Figure 1. Routing congestion.
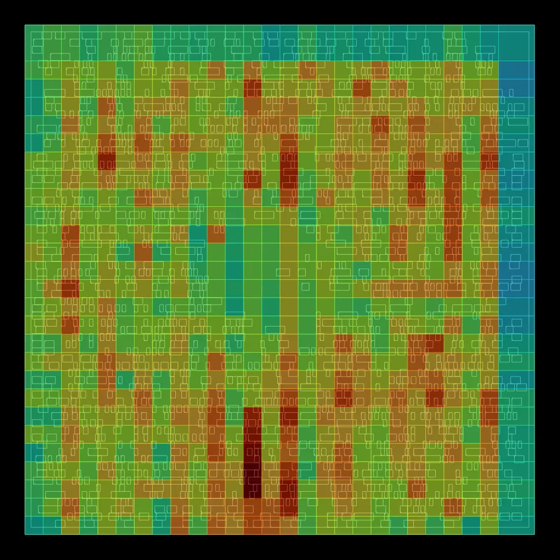
Figure 2. Zoomed window.
Scale bar: 10 um. Window x 125 to 165, y 28 to 68 um. Cells in grey, sequential cells in the stronger grey; small squares are vias.
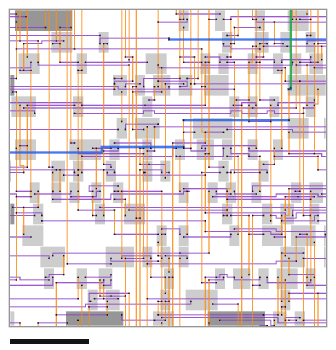
Figure 3. M1 wires.
Scale bar: 50 um. Supply wires on this layer in grey.
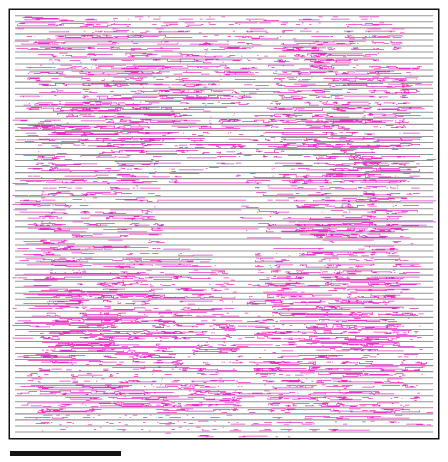
Figure 4. Met3 routing.
Scale bar: 50 um.
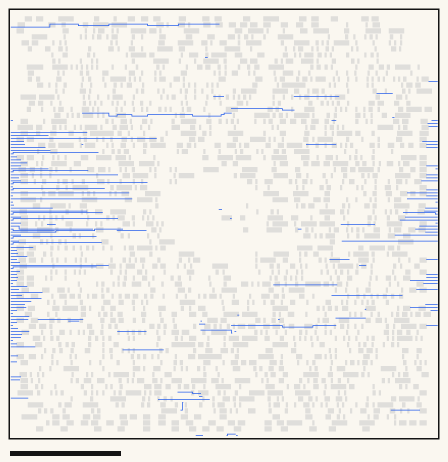
Figure 5. Gate-type map.
Scale bar: 50 um.
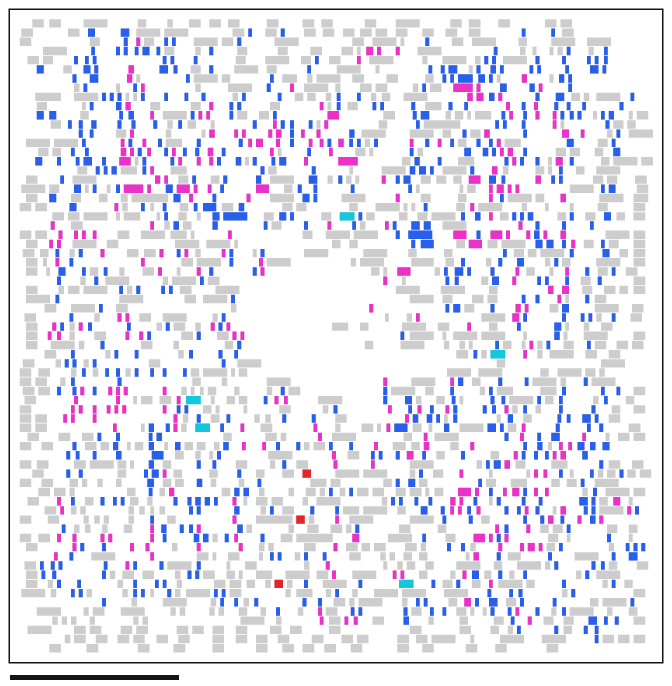
[src/rtl/mem_wb_stage.sv]
// MEM->WB pipeline register: load lane-select/extension, writeback result mux,
// bubble insertion on stall/flush, and saturating performance counters.
module mem_wb_stage #(
  parameter int CNT_W = 32
) (
  input  logic             clk,
  input  logic             rst,
  input  logic             cacheStallM,
  input  logic             flushW,
  input  logic             validM,
  input  logic             regWriteM,
  input  logic [4:0]       rdM,
  input  logic [1:0]       resultSrcM,
  input  logic [31:0]      aluResultM,
  input  logic [31:0]      readDataM,
  input  logic [31:0]      pcPlus4M,
  input  logic [2:0]       addressingModeM,
  input  logic             memReadM,
  input  logic             memWriteM,
  input  logic             cntClear,
  output logic             validW,
  output logic             regWriteW,
  output logic [4:0]       rdW,
  output logic [31:0]      resultW,
  output logic [CNT_W-1:0] stallCycles,
  output logic [CNT_W-1:0] loadCount,
  output logic [CNT_W-1:0] storeCount
);

  function automatic logic [31:0] load_ext(input logic [2:0]  mode,
                                           input logic [1:0]  off,
                                           input logic [31:0] word);
    logic signed [7:0]  byte_s;
    logic signed [15:0] half_s;
    case (off)
      2'd0:    byte_s = signed'(word[7:0]);
      2'd1:    byte_s = signed'(word[15:8]);
      2'd2:    byte_s = signed'(word[23:16]);
      default: byte_s = signed'(word[31:24]);
    endcase
    // Halfword lane comes from off[1] alone; a misaligned off[0] is tolerated.
    half_s = off[1] ? signed'(word[31:16]) : signed'(word[15:0]);
    case (mode)
      3'b000:  load_ext = {{24{byte_s[7]}}, byte_s};
      3'b001:  load_ext = {{16{half_s[15]}}, half_s};
      3'b100:  load_ext = {24'd0, byte_s};
      3'b101:  load_ext = {16'd0, half_s};
      default: load_ext = word;
    endcase
  endfunction

  function automatic logic [CNT_W-1:0] sat_inc(input logic [CNT_W-1:0] cnt);
    sat_inc = (&cnt) ? cnt : cnt + 1'b1;
  endfunction

  logic        adv_p0;
  logic [31:0] load_p0;
  logic [31:0] res_p0;

  assign adv_p0  = validM & ~cacheStallM & ~flushW;
  assign load_p0 = load_ext(addressingModeM, aluResultM[1:0], readDataM);

  always_comb begin
    res_p0 = aluResultM;
    case (resultSrcM)
      2'b01:   res_p0 = load_p0;
      2'b10:   res_p0 = pcPlus4M;
      default: res_p0 = aluResultM;
    endcase
  end

  // ---- MEM -> WB register boundary ----
  logic             vld_p1;
  logic             rw_p1;
  logic [4:0]       rd_p1;
  logic [31:0]      res_p1;
  logic [CNT_W-1:0] stall_cnt_p1;
  logic [CNT_W-1:0] load_cnt_p1;
  logic [CNT_W-1:0] store_cnt_p1;

  always_ff @(posedge clk) begin
    if (rst) begin
      vld_p1 <= 1'b0;
      rw_p1  <= 1'b0;
      rd_p1  <= 5'd0;
      res_p1 <= 32'd0;
    end else if (adv_p0) begin
      vld_p1 <= 1'b1;
      rw_p1  <= regWriteM & (rdM != 5'd0);
      rd_p1  <= rdM;
      res_p1 <= res_p0;
    end else begin
      // Bubble: result data is left as-is, only control is squashed.
      vld_p1 <= 1'b0;
      rw_p1  <= 1'b0;
      rd_p1  <= 5'd0;
    end
  end

  always_ff @(posedge clk) begin
    if (rst || cntClear) begin
      stall_cnt_p1 <= '0;
      load_cnt_p1  <= '0;
      store_cnt_p1 <= '0;
    end else begin
      if (validM && cacheStallM) stall_cnt_p1 <= sat_inc(stall_cnt_p1);
      if (adv_p0 && memReadM)    load_cnt_p1  <= sat_inc(load_cnt_p1);
      if (adv_p0 && memWriteM)   store_cnt_p1 <= sat_inc(store_cnt_p1);
    end
  end

  assign validW      = vld_p1;
  assign regWriteW   = rw_p1;
  assign rdW         = rd_p1;
  assign resultW     = res_p1;
  assign stallCycles = stall_cnt_p1;
  assign loadCount   = load_cnt_p1;
  assign storeCount  = store_cnt_p1;

endmodule

[config.mk]
export PLATFORM = sky130hd
export DESIGN_NAME = mem_wb_stage
export DESIGN_NICKNAME = d
export VERILOG_FILES = /design/src/rtl/mem_wb_stage.sv
export SDC_FILE = /design/constraint.sdc
export NUM_CORES = 1
export LEC_CHECK = 0
export ABC_AREA = 1
export CAP_MARGIN = 10
export CELL_PAD_IN_SITES_DETAIL_PLACEMENT = 1
export CELL_PAD_IN_SITES_GLOBAL_PLACEMENT = 2
export CORE_MARGIN = 2
export CORE_UTILIZATION = 25
export CTS_BUF_LIST = sky130_fd_sc_hd__clkbuf_8
export CTS_CLUSTER_DIAMETER = 30
export DETAILED_ROUTE_END_ITERATION = 10
export PLACE_DENSITY_LB_ADDON = 0.1
export SLEW_MARGIN = 20
export SYNTH_ARGS = -nofsm -noshare
export SYNTH_HDL_FRONTEND = slang
export SYNTH_SLANG_ARGS = --single-unit
[constraint.sdc]
create_clock -name clk -period 2.05 [get_ports clk]
set_clock_uncertainty 0.1 [all_clocks]
set_input_delay 0.205 -clock clk [delete_from_list [all_inputs] [get_ports clk]]
set_output_delay 0.205 -clock clk [all_outputs]
set_load 0.02 [all_outputs]
==> flow report <==
====================================================================================
Share of layout cells above drive strength 1                                   14.5%
Initial core utilization                                                       25.2%
Total leakage power                                                          5.03 nW
Placed standard-cell area                                                 12,800 um2
Parity-gate share of the synthesized area counting xor and xnor cells          4.31%
Worst min path class                                                    input port to flop
Depth of the worst register-to-register path                                       9
Area of the core                                                          35,400 um2
Headroom to the max-slew limit                                                 71.1%
Crit path capture                                                       loadCount[8]
Number of warnings printed during yosys synthesis                                  0
Clock period minus final worst setup slack                                   1980 ps
Data arrival, critical path                                                  1670 ps
Worst Max-Slew Pin Slew                                                       432 ps
Worst supply voltage drop on vdd                                            0.405 mV
Clock slew at reported path FFs                                                90 ps
Sort of element at the start of the critical path                               flop
Number of iterations in the first detailed-routing pass                            4
Sequential area share after synthesis                                          30.3%
Main area contributors after synthesis                                  sky130_fd_sc_hd__dfxtp_1 (30%), sky130_fd_sc_hd__nand2_1 (22%), sky130_fd_sc_hd__nor2_1 (9.4%)
Cell area after synthesis                                                   8930 um2
Most used standard cell by instance count after synthesis               sky130_fd_sc_hd__nand2_1
Top cell types by occurrence after synthesis                            sky130_fd_sc_hd__nand2_1 (515), sky130_fd_sc_hd__nor2_1 (223), sky130_fd_sc_hd__a21oi_1 (137), sky130_fd_sc_hd__dfxtp_1 (135), sky130_fd_sc_hd__inv_1 (92)
Crit path DRT                                                                1750 ps
Power group with the highest consumption                                   registers
Number of CTS-inserted buffers                                                    17
Reported combinational group power                                          0.949 mW
Residual antenna-violating net count after detailed routing                        0
Placed cell count                                                              2,249
Port Buffer Count                                                                249
Synth Area in Compound Gates                                                   13.5%
Fraction of registers with async set or reset after synthesis                     0%
Mux share of post-synthesis cell area                                             0%
Post-Synth Simple-Gate Area                                                    43.8%
Fraction of the cycle the final worst path needs                               96.5%
Crit path largest cell delay                                                  600 ps
Endpoint class of the critical path                                     primary output
Post-Syn Instances                                                             1,462
Power per Cell Area                                                       470 nW/um2
Setup-violating endpoint count in the final report                                 0
Chip Footprint                                                            37,300 um2
Insertion Delay late pin                                                      490 ps
Final GP Congestion                                                            0.837
Hold Vio Cnt, Final                                                                0
Destination of the worst register-to-register timing path               stallCycles[0]$_SDFFE_PP0P_
Routed via count                                                              10,575
Number of library cell types mapped by synthesis                                  41
Drt total wl                                                               38,100 um
Power share of the clock group                                                 42.1%
Die Width                                                                     193 um
DPL Wire Length                                                            30,400 um
Design Power                                                                 6.24 mW
Root Driver                                                             sky130_fd_sc_hd__clkbuf_8
Aggregate global routing overflow                                                  0
Share of Yosys cell area claimed by the top area cell type                     30.3%
Cell count in the Yosys report                                                 1,462
Biggest area consumer among synthesized cells                           sky130_fd_sc_hd__dfxtp_1
Number of placed I/O pins                                                        250
Synthesized Nets                                                               1,582
Clock network power consumption                                              2.63 mW
Ys flops                                                                         135
EDFF count, synth                                                                  0
Comb area leader                                                        simple AND/OR/NAND/NOR gates
Final Slew Violations                                                              0
Vias per inst                                                                   4.63
Number of antenna violations at the first check in global routing                  3
Final nets                                                                     1,931
Number of maximum-capacitance violations                                           0
Fin Hold WS                                                                   167 ps
Switching power                                                              1.78 mW
Area of all placed cells without fillers                                  13,300 um2
Pin count of the biggest net entering global routing                              51
Post-route insts no fill                                                       2,286
First-pass GRT wire length                                                 59,500 um
Share of total power in combinational logic                                    15.2%
Clock sink count                                                                 135
Post-synthesis adder-cell area fraction                                       0.700%
Chain of cells forming the critical path                                buf_4, clkdlybuf4s50_1
Worst Setup Path Type                                                   flop to primary output
Post-route worst setup slack                                                 72.5 ps
Synthesized chip area reported by yosys                                     8930 um2
Setup repair after global routing missed its margin                             true
Top_reg_cell synth                                                      sky130_fd_sc_hd__dfxtp_1
Outcome                                                                 finished, final reports clean
Internal Dissipation                                                         4.46 mW
====================================================================================
Back to the opening pictures, Figure 1:
average routed wire per standard cell: 16.7 um
GRT met1 Usage: 26.7%
all-layer global routing usage: 20.7%
global-route layer with the greatest usage: met2

Back to the opening pictures, Figure 2:
legend:
  green:
    layer: M4
  purple:
    layer: M1
  blue:
    layer: M3
  orange:
    layer: M2
most frequent: nand2_1 (34), nor2_1 (24), buf_4 (8)
sequential cells in the window: 3
netlist names of flops here include: storeCount (3)
cells with their middle in the window: 102

Back to the opening pictures, Figure 3:
main direction: horizontal
nets with wire on the layer: 1,745
wire length on this layer: 17,800 um
share of all routed wire: 47%

Back to the opening pictures, Figure 4:
share of all routed wire: 5.3%
nets with wire on the layer: 139
longest straight run: 65.6 um
wire length on this layer: 2,020 um
main direction: horizontal

Back to the opening pictures, Figure 5:
legend:
  magenta:
    family: nor cells
    cells: 275
    where: widely spread
  blue:
    family: nand cells
    cells: 634
    where: widely spread
  red:
    family: non-inverting ao/oa cells
    cells: 3
  cyan:
    family: fa/ha/maj cells
    cells: 5

-- how the worst min path moves through the flow --
stage	startpoint	endpoint	slack [ps]	cells past startpoint
floorplan	rdM[0]	rdW[0]$_SDFF_PP0_	220	2
global placement	resultW[30]$_SDFFE_PP0P_	resultW[30]$_SDFFE_PP0P_	350	2
detailed placement	resultW[17]$_SDFFE_PP0P_	resultW[17]$_SDFFE_PP0P_	360	2
CTS	rdM[2]	rdW[2]$_SDFF_PP0_	130	3
global route	rdM[0]	rdW[0]$_SDFF_PP0_	160	3
finish	rdM[2]	rdW[2]$_SDFF_PP0_	170	3
-- critical path: cells and delay by family (launching register included) --
family,cells,cell delay (ps)
buffers and inverters,2,770
flip-flops,1,420
-- registers in the layout, indices dropped and copies added (netlist names) --
name / cells
loadCount: 32
rdW: 5
regWriteW: 1
resultW: 32
stallCycles: 32
storeCount: 32
validW: 1
-- timing repair --
action                     CTS  global route
hold buffers                 0             0
setup buffers                0             3
resized                      0            10
setup endpoints to repair    0            31
-- metal layers --
layer | global-route usage [%] | vias to the layer above | wire (um)
met2 | 34.9 | 180 | 17900
met3 | 5.23 | 26 | 2020
li1 | - | 5355 | -
met4 | 4.28 | 2 | 429
met1 | 26.7 | 5012 | 17800
met5 | 0 | - | 11
-- metrics by stage --
stage	setup TNS, ps	utilization [%]
global route	-6.88	37.5
floorplan	0	-
finish	0	37.5
global placement	-22.6	36.1
CTS	0	37.3
detailed placement	-526	36.1
-- final cells by class --
type,instances,area (um2)
antenna,1,2.50
clock buffer,18,248
clock inverter,14,196
fill,4635,22100
inverter,100,378
multi-input combinational,1174,5580
sequential,135,2700
tap,461,577
timing repair buffer,383,3580
Power figures rest on the tool's default switching activity, not on a simulated workload.
